**config.mk**
```make
export PLATFORM = sky130hd
export DESIGN_NAME = rob_retire
export DESIGN_NICKNAME = d
export VERILOG_FILES = /design/src/rtl/ooo_pkg.sv /design/src/rtl/rob_slot_check.sv /design/src/rtl/rob_retire.sv
export SDC_FILE = /design/constraint.sdc
export NUM_CORES = 1
export LEC_CHECK = 0
export CAP_MARGIN = 20
export CORE_AREA = 5 5 142 144
export DETAILED_ROUTE_END_ITERATION = 12
export DIE_AREA = 0 0 147 149
export GPL_TIMING_DRIVEN = 0
export HOLD_SLACK_MARGIN = 0.08
export PLACE_DENSITY = 0.82
export SYNTH_ARGS = -nofsm -noshare
export SYNTH_HDL_FRONTEND = slang
export SYNTH_SLANG_ARGS = --single-unit
```
**constraint.sdc**
```tcl
create_clock -name clk -period 4.6 [get_ports clk]
set_input_delay 1.38 -clock clk [delete_from_list [all_inputs] [get_ports clk]]
set_output_delay 1.38 -clock clk [all_outputs]
set_load 0.005 [all_outputs]
```
**src/rtl/ooo_pkg.sv**
```systemverilog
// ooo_pkg: shared widths, ROB entry layout and retire FSM encoding
// for the out-of-order core.
package ooo_pkg;

    localparam int ROB_DEPTH = 16;
    localparam int PHYS_W    = 6;
    localparam int ARCH_W    = 5;

    localparam int ROB_VALID_BIT    = 0;
    localparam int ROB_NEWPHYS_LSB  = 1;
    localparam int ROB_OLDPHYS_LSB  = ROB_NEWPHYS_LSB + PHYS_W;
    localparam int ROB_ARCH_LSB     = ROB_OLDPHYS_LSB + PHYS_W;
    localparam int ROB_COMPLETE_BIT = ROB_ARCH_LSB + ARCH_W;
    localparam int ROB_W            = ROB_COMPLETE_BIT + 1;

    typedef struct packed {
        logic              complete;
        logic [ARCH_W-1:0] arch;
        logic [PHYS_W-1:0] old_phys;
        logic [PHYS_W-1:0] new_phys;
        logic              valid;
    } rob_entry_t;

    typedef enum logic [1:0] {
        S_IDLE,
        S_WAIT,
        S_COMMIT,
        S_FLUSH
    } retire_state_t;

    function automatic logic [31:0] sat_add32(
        input logic [31:0] a,
        input logic [1:0]  b
    );
        logic [32:0] s;
        s = {1'b0, a} + {31'd0, b};
        return s[32] ? '1 : s[31:0];
    endfunction

endpackage

```
**src/rtl/rob_slot_check.sv**
```systemverilog
// rob_slot_check: decodes one ROB entry and decides whether it may retire.
// The entry's own complete bit is stale; the separate complete flag is used.
module rob_slot_check
    import ooo_pkg::*;
(
    input  logic [ROB_W-1:0]  entry,
    input  logic              complete,
    output logic              eligible,
    output logic [ARCH_W-1:0] arch,
    output logic [PHYS_W-1:0] new_phys,
    output logic [PHYS_W-1:0] old_phys,
    output logic              free_en
);

    logic unused_complete;

    assign unused_complete = entry[ROB_COMPLETE_BIT];

    assign eligible = entry[ROB_VALID_BIT] & complete;
    assign arch     = entry[ROB_ARCH_LSB +: ARCH_W];
    assign new_phys = entry[ROB_NEWPHYS_LSB +: PHYS_W];
    assign old_phys = entry[ROB_OLDPHYS_LSB +: PHYS_W];
    // x0 never owns a physical register, so nothing is freed for it
    assign free_en  = (arch != '0);

endmodule

```
**src/rtl/rob_retire.sv**
```systemverilog
// rob_retire: in-order commit of up to two completed ROB entries per cycle.
// Optional ROB_RETIRE_STATS_EN adds saturating retired/stall counters.
module rob_retire #(
    parameter int ROB_DEPTH = ooo_pkg::ROB_DEPTH,
    parameter int PHYS_W    = ooo_pkg::PHYS_W,
    parameter int ARCH_W    = ooo_pkg::ARCH_W
) (
    input  logic                                clk,
    input  logic                                rst,
    input  logic [ROB_DEPTH*ooo_pkg::ROB_W-1:0] rob,
    input  logic [ROB_DEPTH-1:0]                complete_array,
    input  logic                                flush,
    output logic [1:0]                          retire_valid,
    output logic [2*$clog2(ROB_DEPTH)-1:0]      retire_rob,
    output logic [1:0]                          free_valid,
    output logic [2*PHYS_W-1:0]                 free_phys,
    output logic [2*ARCH_W-1:0]                 commit_arch,
    output logic [2*PHYS_W-1:0]                 commit_phys,
    output logic [$clog2(ROB_DEPTH)-1:0]        head_idx
`ifdef ROB_RETIRE_STATS_EN
    ,
    output logic [31:0]                         retired_count,
    output logic [31:0]                         stall_count
`endif
);

    localparam int IDX_W = $clog2(ROB_DEPTH);
    localparam int EW    = ooo_pkg::ROB_W;

    ooo_pkg::retire_state_t state_q, state_d;
    ooo_pkg::rob_entry_t    e0, e1;

    logic [IDX_W-1:0]  head, head1, head_d;
    logic [1:0]        rv_d;
    logic              elig0, elig1_raw, elig1;
    logic              fe0, fe1;
    logic [ARCH_W-1:0] a0, a1;
    logic [PHYS_W-1:0] np0, np1, op0, op1;

    assign head1 = head + IDX_W'(1);
    assign e0    = rob[head  * EW +: EW];
    assign e1    = rob[head1 * EW +: EW];

    rob_slot_check u_slot0 (
        .entry    (e0),
        .complete (complete_array[head]),
        .eligible (elig0),
        .arch     (a0),
        .new_phys (np0),
        .old_phys (op0),
        .free_en  (fe0)
    );

    rob_slot_check u_slot1 (
        .entry    (e1),
        .complete (complete_array[head1]),
        .eligible (elig1_raw),
        .arch     (a1),
        .new_phys (np1),
        .old_phys (op1),
        .free_en  (fe1)
    );

    // slot1 may only follow slot0 so commit stays in program order
    assign elig1 = elig0 & elig1_raw;

    always_comb begin
        state_d = ooo_pkg::S_IDLE;
        rv_d    = 2'b00;
        priority case (1'b1)
            flush: begin
                state_d = ooo_pkg::S_FLUSH;
            end
            (state_q == ooo_pkg::S_FLUSH): begin
                state_d = ooo_pkg::S_IDLE;
            end
            elig0: begin
                state_d = ooo_pkg::S_COMMIT;
                if (elig1) rv_d = 2'b11;
                else       rv_d = 2'b01;
            end
            e0.valid: begin
                state_d = ooo_pkg::S_WAIT;
            end
            default: begin
                state_d = ooo_pkg::S_IDLE;
            end
        endcase
    end

    assign head_d = flush ? '0
                  : head + IDX_W'(rv_d[0]) + IDX_W'(rv_d[1]);

    always_ff @(posedge clk or posedge rst) begin
        if (rst) begin
            state_q      <= ooo_pkg::S_IDLE;
            head         <= '0;
            retire_valid <= '0;
            free_valid   <= '0;
            retire_rob   <= '0;
            free_phys    <= '0;
            commit_arch  <= '0;
            commit_phys  <= '0;
        end else begin
            state_q      <= state_d;
            head         <= head_d;
            retire_valid <= rv_d;
            free_valid   <= rv_d & {fe1, fe0};
            retire_rob   <= {head1, head};
            free_phys    <= {op1, op0};
            commit_arch  <= {a1, a0};
            commit_phys  <= {np1, np0};
        end
    end

    assign head_idx = head;

`ifdef ROB_RETIRE_STATS_EN
    always_ff @(posedge clk or posedge rst) begin
        if (rst) begin
            retired_count <= '0;
            stall_count   <= '0;
        end else begin
            retired_count <= ooo_pkg::sat_add32(retired_count,
                {1'b0, retire_valid[0]} + {1'b0, retire_valid[1]});
            stall_count   <= ooo_pkg::sat_add32(stall_count,
                {1'b0, state_q == ooo_pkg::S_WAIT});
        end
    end
`endif

endmodule

```
### Metal layers overlaid, run 1

Drawn at 2 px/µm. Two of the layers only.
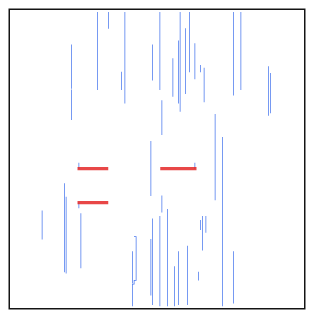
[blue] M4 | wire length: 1,180 µm
[red] M5 | wire length: 44.2 µm

### Wiring heat map, run 1

Drawn at 2 px/µm. 29 x 30 tiles, from dark blue (low) to red (high), scaled to the fullest tile. Values are wire area over tile area, all layers added.
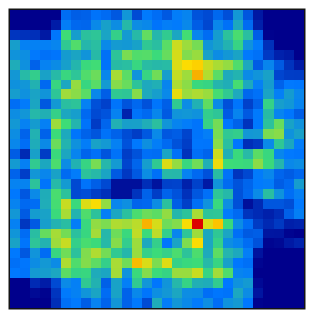
tiles over half the peak: 16%
emptiest ninth of the die: lower right
mean over tiles: 0.26
densest ninth of the die: bottom center
wire per inst: 29.9 µm
Via Count: 7,156
WL final: 34,000 µm

### Placed standard cells, run 1

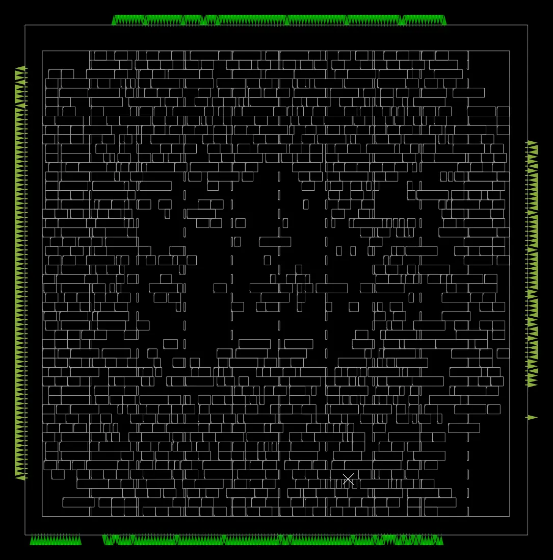
# rows: 50
Layout fillers: 1,627
core area: 18,600 µm²
non-filler instance count after layout: 1,139
tapcell count: 234

==> reports/qor.csv, run 1 <==
metric;value;unit
leakage dissipation;3.77;nW
routability cong.;0.882;
CP cell instances;clkdlybuf4s50_1, mux4_2, mux4_2, nand3b_1, inv_1, fa_1, ha_1, nor2b_1;
first-pass GRT wire length;48600;µm
Syn-to-layout area delta;62.8;%
final worst path period share;0.824;
Slew @ Worst Pin;0.933;ns
Longest Clk Path Bufs;2;
final hold violations;0;
ys cells;539;
final setup fails;0;
largest stage delay on the critical path;0.50;ns
worst min path class;flip-flop to flip-flop;
worst setup path class;input port to flip-flop;
postcts setup bufs;0;
largest net degree at the start of global routing;40;
share of cells above drive strength 1;0.185;
crit-path leading delay family;multiplexers;
Final #Nets;1229;
Netlist cell types;38;
TritonCTS clock tree;built;
Synth Area per Inst;11.9;µm²
Pre-antenna DRT Iters;9;
post-route ant nets;0;
fmax;264;MHz
CP arrival;3.98;ns
failing checks;DRC;
Residual DRC;2;
post_cts resized;0;
most used cell, CP;mux4_2;
Final Total Pwr;0.00202;W
max_cap viols;0;
WHS;0.460;ns
biggest area cells;mux4_2 (38%), dfrtp_1 (20%), mux2i_1 (14%);
H-tree levels;2;
CP Max Fanout;3;
register bit total from synthesis;52;
Worst Setup Start Kind;input port;
DR iter-0 viols;720;
Top cell area share;0.383;
leading area contributor after synthesis;mux4_2;
vias per inst;6.28;
Root Buffer;clkbuf_16;
Top Layout Cells;clkdlybuf4s50_1 (356), mux4_2 (109), mux2i_1 (92), nand2_1 (83), dfrtp_1 (52);
Mapped Area;6410;µm²
Clock Sink Count;52;
hpwl dp;26600;µm
hold buffer count at CTS;0;
Starting Density;0.345;
die width;147;µm
vias in the first global route;7646;
port buffer count;356;
clock skew;0.0184;ns
Die ar.;21900;µm²
GRT Total Usage;0.302;
TritonCTS buffer count;5;
Crit-path slowest cell;mux4_2;
status;finished with violations;
setup TNS;0;ns
worst skew pair latency;0.32;ns
Final min period;3.79;ns
Post-Syn Instances;539;
grt ovf;0;
post-synth net total;865;
Reg area;1300;µm²
Seq share, synth;0.203;
crit path buf inv count;2;
clock slew seen by the registers of the worst setup and hold paths;0.08;ns
IO Pins;373;
comb. cell area;4710;µm²
fin. max-slew vios;0;
antenna violations before repair;3;
Critical Path RT;4.79;ns
most numerous logic cell after layout;clkdlybuf4s50_1;
Tool Warnings;42;
Relative slew margins;0.362;
CP Capture Type;flip-flop;
RSZ-0062 raised after global routing;false;
worst-case vdd ir drop;0.142;mV
YS chip area;6410;µm²
power density cells;194;nW/µm²
Die Y-Extent;149;µm
yosys warns;0;
==> run 1: flip-flops by register name, indices dropped and copies added, names as in the netlist <==
register      flops
retire_valid      2
retire_rob        8
free_valid        2
state_q           2
head_idx          4
free_phys        12
commit_arch      10
commit_phys      12
==> run 1: cells in the mapped netlist, drive strengths merged <==
cell	instances
nand2	83
buf	44
nor2b	3
a221o	2
nand4	1
a22oi	16
inv	9
o21ai	20
ha	2
xnor2	4
a21oi	1
mux4	109
a21o	3
a221oi	32
mux2i	92
o22ai	2
a2111oi	1
clkbuf	13
and3	15
a311oi	1
or3	1
a31oi	12
nand3	7
mux2	6
and2	1
o41a	1
nand3b	1
dfrtp	52
fa	1
nor2	4
==> run 1: worst reg2reg max path: stages, from the launching register on <==
cell and delay (ns):
dfrtp_1 0.57, ha_1 0.39, buf_4 0.17, buf_2 0.33
buf_4 0.30, buf_2 0.38, mux4_2 0.37, mux2i_1 0.19
mux2i_1 0.12, nor2_1 0.20, fa_1 0.25, ha_1 0.23
nor2b_1 0.13
==> run 1: kinds of logic (layout without fill, tap and decap cells) <==
group	Yosys count	count (layout)	share of synthesized area
XOR/XNOR	4	4	0.00780
AND/OR/NAND/NOR	116	116	0.0780
multiplexers	207	207	0.537
buffers and inverters	66	431	0.0632
AND-OR/OR-AND	91	91	0.104
adder cells (fa/ha/maj)	3	3	0.00702
other	0	1	0
flip-flops	52	52	0.203
==> run 1: layer usage <==
metal  global-route usage  wire length [µm]  vias up  share of wire
met4                0.105              1180        6          0.035
met2                0.510             16700      532           0.49
met1                0.380             12800     3563           0.38
li1                     -                 -     2961              -
met3               0.0720              3270       94          0.096
met5                    0                44        -         0.0013
==> run 1: cell type report <==
type,count,area share
multi-input combinational,421,0.451
tap,234,0.0280
inverter,9,0.00324
antenna,1,0.000240
sequential,52,0.125
clock inverter,3,0.00240
timing repair buffer,357,0.343
clock buffer,5,0.0120
buffer,57,0.0356
==> run 1: stage by stage <==
step            util  setup slack (ns)  std cells  cell area [µm²]
4_1_cts        0.562             0.838       1138            10400
6_report       0.562             0.808       1139            10400
2_1_floorplan      -              1.17        539             6410
5_1_grt        0.562             0.586       1138            10400
3_3_place_gp   0.553             0.548       1129            10300
3_5_place_dp   0.554             0.514       1130            10300
==> run 1: where the power goes <==
group / internal [W] / switching (W) / total, W
combinational: 0.000649 / 0.000423 / 0.00107
clock: 0.000207 / 0.000221 / 0.000429
sequential: 0.000505 / 0.0000182 / 0.000523
==> run 1: path summary, 6_finish.rpt <==
path | cells after the start | slack (ns) | start | to
min in group asynchronous | 2 | 1.37 | rst | commit_phys[3]
max in group asynchronous | 3 | 2.66 | rst | retire_valid[0]
worst max register to register | 12 | 0.85 | head_idx[1] | head_idx[1]
worst max-delay path | 8 | 0.81 | complete_array[13] | head_idx[1]
worst min-delay path | 0 | 0.46 | head_idx[3] | retire_rob[3]
worst min register to register | 0 | 0.46 | head_idx[3] | retire_rob[3]
### I/O nets highlighted, run 1

Drawn at 3 px/µm.
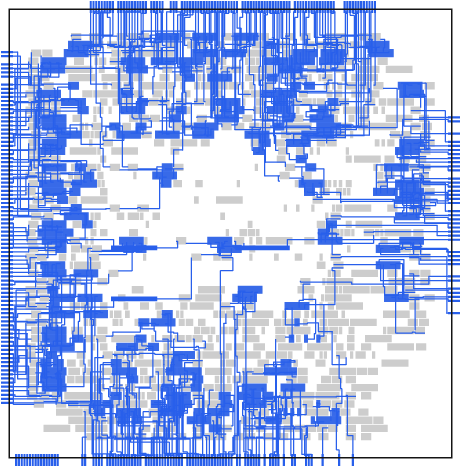

## Run 2: what changed since run 1
Settings changed: CORE_AREA 5 5 142 144 to 5 5 143 145, DIE_AREA 0 0 147 149 to 0 0 148 150, PLACE_DENSITY 0.82 to 0.81.
Clock period 4.6 ns to 3.65 ns, I/O delays scaled along.
### I/O nets highlighted, run 2

Drawn at 3 px/µm.
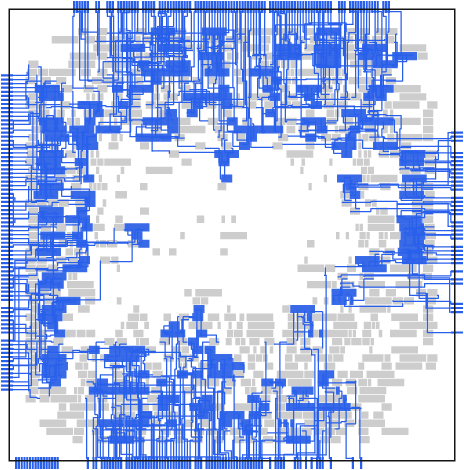
[blue] rob | bits: 304 | direction: input | edge: 102 top, 91 bottom, 76 left, 35 right | end cells: 200 | buffers: 288 | wire: 11,600 µm
port buffer count: 356
IO Pins: 373

### Sequential cells grouped by signal name, run 2

Drawn at 4 px/µm. Other sequential cells in the stronger gray, the rest of the logic in the fainter gray.
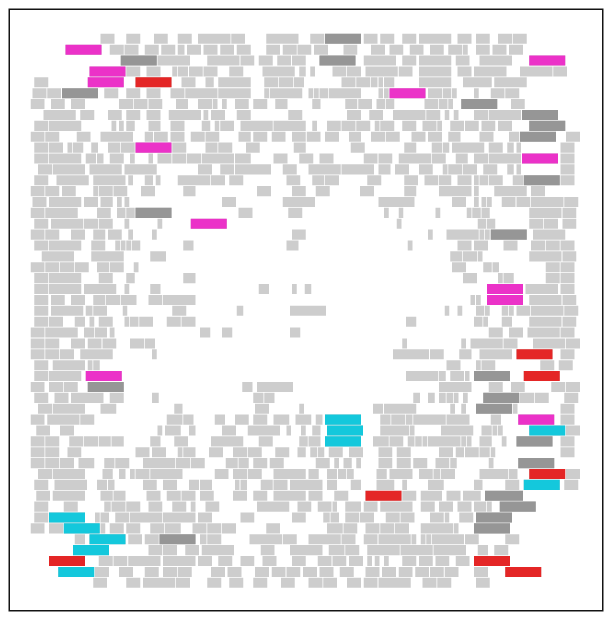
[red] retire_rob | flops: 8
[magenta] commit_phys | flops: 12
[cyan] commit_arch | flops: 10
not colored: 22

==> run 2 against run 1 <==
Utilization decreased by 1.4 points; highest routed layer is now met4; critical path depth unchanged; the flow now finishes without violations; sequential share of layout area about the same; routed wire length decreased by 3.3%; sequential power increased by 26%; die area increased by 1.4%; clock power increased by 21%.
==> reports/qor.csv, run 2 <==
metric;value;unit;change
first-pass GRT wire length;46200;µm;-4.9%
core area;19100;µm²;+2.7%
async set or reset register ratio after synthesis;1.00;;unchanged
Residual DRC;0;;-2
routability cong.;0.913;;+3.5%
Pre-antenna DRT Iters;6;;-3
Internal;0.00172;W;+26%
Root Buffer;clkbuf_16;;
synth cell count leaders;mux4_2 (109), mux2i_1 (92), nand2_1 (83), dfrtp_1 (52), a221oi_1 (32);;
Crit-path slowest cell;mux4_2;;
antenna violations before repair;1;;-2
crit-path leading delay family;multiplexers;;
Comb pwr share;0.536;;+0.006
Clock Sink Count;52;;unchanged
final worst path period share;0.970;;
clock skew;0.00677;ns;-0.0117 ns
H-tree levels;2;;unchanged
Hold Path Origin;head_idx[2];;
YS chip area;6410;µm²;unchanged
power density cells;242;nW/µm²;+25%
Synth Area per Inst;11.9;µm²;unchanged
Netlist cell types;38;;unchanged
wire per inst;28.8;µm;-3.6%
Min-Delay Endpoint;retire_rob[2];;
CP Launch Point;complete_array[7];;
Seq share, synth;0.203;;unchanged
worst r2r dst;head_idx[1];;
number of enable flip-flop cells;0;;unchanged
Slew @ Worst Pin;0.906;ns;-0.0264 ns
Top Layout Cells;clkdlybuf4s50_1 (356), mux4_2 (109), mux2i_1 (92), nand2_1 (83), dfrtp_1 (51);;
CP arrival;3.72;ns;-0.26 ns
most numerous logic cell after layout;clkdlybuf4s50_1;;
post-route ant nets;0;;unchanged
clock slew seen by the registers of the worst setup and hold paths;0.08;ns;about the same
WL final;32900;µm;-3.3%
grt ovf;0;;unchanged
postcts setup bufs;0;;unchanged
final instance area;10500;µm²;+0.19%
DR iter-0 viols;476;;-34%
crit path buf inv count;2;;unchanged
fin. max-slew vios;0;;unchanged
main flop type;dfrtp_1;;
launching point of the worst reg2reg path;head_idx[1];;
reg-to-reg slack, setup;0.17;ns;-0.68 ns
largest net degree at the start of global routing;32;;-20%
vias per inst;6.22;;-1.1%
Top cell area share;0.383;;unchanged
Critical Path RT;3.84;ns;-0.95 ns
Post-Syn Instances;539;;unchanged
Die Y-Extent;150;µm;+0.67%
CP Capture Type;flip-flop;;
hold buffer count at CTS;0;;unchanged
fmax;283;MHz;
Tool Warnings;42;;unchanged
hpwl dp;26500;µm;-0.54%
ys cells;539;;unchanged
Final Total Pwr;0.00253;W;+25%
most used cell, CP;mux4_2;;
RSZ-0062 raised after global routing;false;;
CP Max Fanout;3;;unchanged
setup TNS;0;ns;unchanged
most frequent cell after synthesis;mux4_2;;
biggest area cells;mux4_2 (38%), dfrtp_1 (20%), mux2i_1 (14%);;
worst min path class;flip-flop to flip-flop;;
vias in the first global route;7466;;-2.4%
R2R depth;11;;-1
worst setup path class;input port to flip-flop;;
Net Sw Frac;0.321;;-0.00619
yosys warns;0;;unchanged
worst-case vdd ir drop;0.152;mV;+7.3%
sw power;0.000813;W;+23%
Mapped Area;6410;µm²;unchanged
Final #Nets;1229;;unchanged
max_cap viols;0;;unchanged
Area after DPL;10300;µm²;about the same
final hold violations;0;;unchanged
share of cells above drive strength 1;0.186;;+0.00111
final setup fails;0;;unchanged
hold path depth;0;;unchanged
worst skew pair latency;0.30;ns;-0.02 ns
CP cell instances;clkdlybuf4s50_1, mux4_2, mux4_2, nand3b_1, inv_1, fa_1, ha_1, nor2b_1;;
Relative slew margins;0.380;;+0.0181
TritonCTS buffer count;5;;unchanged
GRT Total Usage;0.283;;-0.0187
status;complete, no violations;;
-- run 2: cell counts after synthesis --
Identical to the previous run, type by type.
-- run 2: what timing repair did --
action / 4_1_cts / 5_1_grt
gates resized: 2 / 3
endpoints found under the setup margin: 4 / 4
endpoints found under the hold margin: 0 / 0
-- run 2: how the worst max path moves through the flow --
stage                     cells after the start  slack, ns     endpoint
after global placement                        8      -0.17  head_idx[1]
after floorplan                               7       0.51  head_idx[1]
after global routing                          9       0.05  head_idx[2]
after CTS                                    11       0.01  head_idx[1]
after detailed placement                      8      -0.18  head_idx[1]
final                                         8       0.11  head_idx[1]
-- run 2: layout make-up --
class	instances	area (µm²)
well taps	238	298
plain buffers	57	383
diodes	1	2.50
fillers	1679	8620
inverters	9	33.8
multi-input cells	421	4710
repair buffers	357	3580
clock buffers	5	125
flip-flops and latches	52	1300
clock inverters	3	27.5
-- run 2: kinds of logic (layout without fill, tap and decap cells) --
group / Yosys count / in the layout / synth area share
buffers and inverters: 66 / 431 / 0.0632
adders and majority gates: 3 / 3 / 0.00702
AOI/OAI and AO/OA: 91 / 91 / 0.104
other: 0 / 1 / 0
xor gates and xnor gates: 4 / 4 / 0.00780
muxes: 207 / 207 / 0.537
DFF: 52 / 52 / 0.203
and+or+nand+nor: 116 / 116 / 0.0780
-- run 2: per-stage QoR --
stage	hold slack (ns)	util	worst slack (ns)	cells
floorplan	0.397	-	0.509	539
global route	0.460	0.548	0.0460	1143
CTS	0.423	0.548	0.0146	1142
finish	0.422	0.548	0.111	1143
global placement	0.408	0.539	-0.167	1133
detailed placement	0.405	0.540	-0.184	1134
-- run 2: per-layer routing --
metal,track usage,wire length (µm),vias up
met4,0.127,1440,0
met5,0,0,-
met2,0.460,15600,511
li1,-,-,2952
met1,0.360,12700,3540
met3,0.0675,3150,101
-- run 2: power by group through the flow --
| stage | sequential [W] | combinational [W] | clock, W |
|---|---|---|---|
| floorplan | 0.000675 | 0.000646 | 0 |
| global placement | 0.000668 | 0.00132 | 0 |
| detailed placement | 0.000668 | 0.00134 | 0 |
| CTS | 0.000657 | 0.00135 | 0.000530 |
| global route | 0.000664 | 0.00143 | 0.000545 |
| finish | 0.000657 | 0.00136 | 0.000518 |
### Metal layers overlaid, run 2

Drawn at 2 px/µm. Two of the layers only.
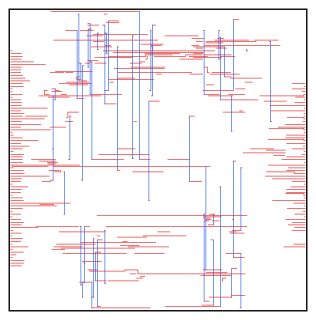

## Run 3: what changed since run 2
Settings changed: SETUP_SLACK_MARGIN set to 0.2.
### Metal layers overlaid, run 3

Drawn at 2 px/µm. Two of the layers only.
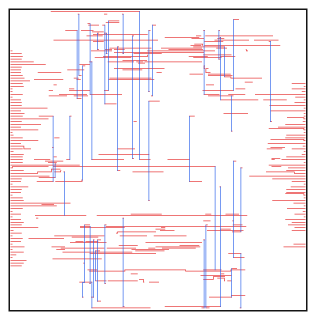
[red] M3 | wire length: 3,280 µm
[blue] M4 | wire length: 1,470 µm
Via Count: 7,116
GRT Total Usage: 0.283

==> run 3 against run 2 <==
Synthesized cell count unchanged; combinational power is essentially flat; sequential share of layout area down 0.052 points; non-clock buffer count rose by 4; register-to-register slack better by 0.21 ns; cell count is 0.35% higher; critical endpoint unchanged.
==> reports/qor.csv, run 3 <==
metric;value;unit;change
status;complete, no violations;;
max_cap viols;0;;unchanged
Synth Area per Inst;11.9;µm²;unchanged
Seq share, synth;0.203;;unchanged
first-pass GRT wire length;46300;µm;about the same
Final min period;3.40;ns;
register bit total from synthesis;52;;
routability cong.;0.913;;unchanged
Pre-antenna DRT Iters;5;;-1
WL final;32900;µm;about the same
final worst path period share;0.931;;-0.0391
clock skew;0.00568;ns;-0.00109 ns
Synth Area in XOR/XNOR;0.00780;;unchanged
largest stage delay on the critical path;0.50;ns;
most frequent cell after synthesis;mux4_2;;
Mux cell area share;0.537;;unchanged
Final WS setup;0.254;ns;+0.143 ns
H-tree levels;2;;unchanged
setup TNS;0;ns;unchanged
clock slew seen by the registers of the worst setup and hold paths;0.08;ns;about the same
YS chip area;6410;µm²;unchanged
DR iter-0 viols;549;;+15%
fin. max-slew vios;0;;unchanged
ys cells;539;;unchanged
TritonCTS buffer count;5;;unchanged
Complex Gates by Area;0.104;;unchanged
post-synth net total;865;;
antenna violations before repair;1;;unchanged
Slew @ Worst Pin;0.906;ns;+0.0000110 ns
largest net degree at the start of global routing;32;;unchanged
Tool Warnings;42;;unchanged
wire per inst;28.6;µm;-0.44%
worst-case vdd ir drop;0.153;mV;+0.63%
synth cell count leaders;mux4_2 (109), mux2i_1 (92), nand2_1 (83), dfrtp_1 (52), a221oi_1 (32);;
final setup fails;0;;unchanged
async set or reset register ratio after synthesis;1.00;;unchanged
number of enable flip-flop cells;0;;unchanged
Relative slew margins;0.396;;+0.0156
worst setup path class;input port to flip-flop;;
Final #Nets;1233;;+0.33%
Worst Setup Start Kind;input port;;
Final Total Pwr;0.00254;W;+0.20%
largest family of logic cells by area;multiplexers;;
final hold violations;0;;unchanged
Critical Path RT;3.84;ns;about the same
worst skew pair latency;0.30;ns;about the same
Crit-path slowest cell;mux4_2;;
IO Pins;373;;unchanged
Top Layout Cells;clkdlybuf4s50_1 (356), mux4_2 (109), mux2i_1 (92), nand2_1 (83), dfrtp_1 (51);;
core area;19100;µm²;unchanged
TritonCTS clock tree;built;;
biggest area cells;mux4_2 (38%), dfrtp_1 (20%), mux2i_1 (14%);;
share of cells above drive strength 1;0.192;;+0.00579
Residual DRC;0;;unchanged
pre-CTS setup slack;-0.184;ns;unchanged
worst min path class;flip-flop to flip-flop;;
WHS;0.422;ns;-0.000517 ns
port buffer count;356;;unchanged
main flop type;dfrtp_1;;
Starting Density;0.336;;
die width;148;µm;
Longest Clk Path Bufs;2;;
power density cells;242;nW/µm²;-0.22%
grt ovf;0;;unchanged
Top cell area share;0.383;;unchanged
hpwl dp;26500;µm;unchanged
# rows;51;;
Die Y-Extent;150;µm;unchanged
fmax;294;MHz;+4.2%
leakage dissipation;3.79;nW;
Adder Share, Synth;0.00702;;unchanged
Clock Sink Count;52;;unchanged
post-route ant nets;0;;unchanged
vias in the first global route;7473;;+0.094%
CP arrival;3.58;ns;-0.14 ns
Root Buffer;clkbuf_16;;
Die ar.;22200;µm²;
CP cell instances;clkdlybuf4s50_1, mux4_2, mux4_2, nand3b_1, inv_2, fa_2, ha_1, nor2b_1;;
leading area contributor after synthesis;mux4_2;;
yosys warns;0;;unchanged
most used cell, CP;mux4_2;;
Post-Syn Instances;539;;unchanged
Syn-to-layout area delta;63.8;%;
RSZ-0062 raised after global routing;false;;
CP Capture Type;flip-flop;;
Mapped Area;6410;µm²;unchanged
vias per inst;6.20;;-0.18%
largest registers;commit_phys (12), free_phys (12), commit_arch (10);;
most numerous logic cell after layout;clkdlybuf4s50_1;;
and+or+nand+nor area frac;0.0780;;unchanged
Netlist cell types;38;;unchanged
CP Max Fanout;3;;unchanged
### Sequential cells grouped by signal name, run 3

Drawn at 4 px/µm. Other sequential cells in the stronger gray, the rest of the logic in the fainter gray.
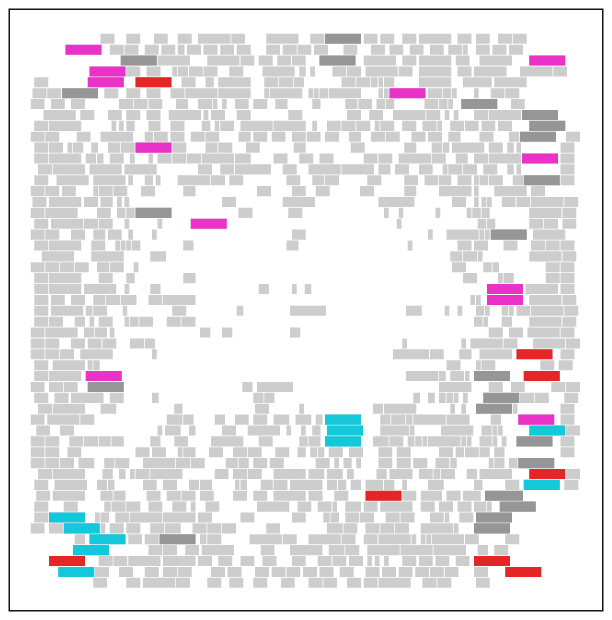
[magenta] commit_phys | flops: 12
[cyan] commit_arch | flops: 10
[red] retire_rob | flops: 8

==> run 3: where the power goes <==
group          leakage [nW]  switching [W]  internal, W
clock network        0.0719       0.000255     0.000262
registers             0.634      0.0000197     0.000637
logic                  3.08       0.000537     0.000827
==> run 3: repair_timing <==
item / CTS / global route
hold buffers: 0 / 0
buffers inserted: 0 / 4
resized: 6 / 4
endpoints found under the setup margin: 4 / 4
gates cloned: 0 / 0
==> run 3: cell type report <==
cell class,count,area (µm²)
repair buffers,361,3610
inverters,9,33.8
multi-input cells,421,4710
well taps,238,298
diodes,1,2.50
clock inverters,3,27.5
flip-flops and latches,52,1300
clock buffers,5,125
fillers,1674,8570
plain buffers,57,394
==> run 3: worst paths after layout <==
path                                   start              to  slack [ns]  cells past startpoint
setup / recovery           complete_array[7]     head_idx[1]        0.25                      8
hold / removal                   head_idx[2]   retire_rob[2]        0.42                      0
setup reg to reg                 head_idx[0]     head_idx[1]        0.38                     11
hold reg to reg                  head_idx[2]   retire_rob[2]        0.42                      0
max in group asynchronous                rst     head_idx[1]        1.88                      3
min in group asynchronous                rst  commit_phys[6]        1.17                      2
==> run 3: cells by family after synthesis <==
logic type                 Yosys count
xor gates and xnor gates             4
adders and majority gates            3
muxes                              207
buffers and inverters               66
DFF                                 52
AOI/OAI and AO/OA                   91
and+or+nand+nor                    116
==> run 3: per-layer routing <==
| metal | wire length (µm) | up-vias | GRT usage |
|---|---|---|---|
| li1 | - | 2954 | - |
| met1 | 12500 | 3541 | 0.361 |
| met2 | 15600 | 525 | 0.461 |
| met3 | 3280 | 96 | 0.0675 |
| met4 | 1470 | 0 | 0.127 |
| met5 | 0 | - | 0 |
==> run 3: stage by stage <==
step                      cell area, µm²   util  instances
after CTS                          10500  0.548       1142
after detailed placement           10300  0.540       1134
after floorplan                     6410      -        539
final                              10500  0.551       1147
after global placement             10300  0.539       1133
after global routing               10500  0.551       1147
==> run 3: worst max-delay path, delay by kind of cell <==
family                   cells  cell delay (ns)
multiplexers                 2             1.00
adder cells (fa/ha/maj)      2             0.68
buffers and inverters        2             0.53
AND/OR/NAND/NOR              2             0.29
No activity file was given, so power comes from the tool's default toggle rates.
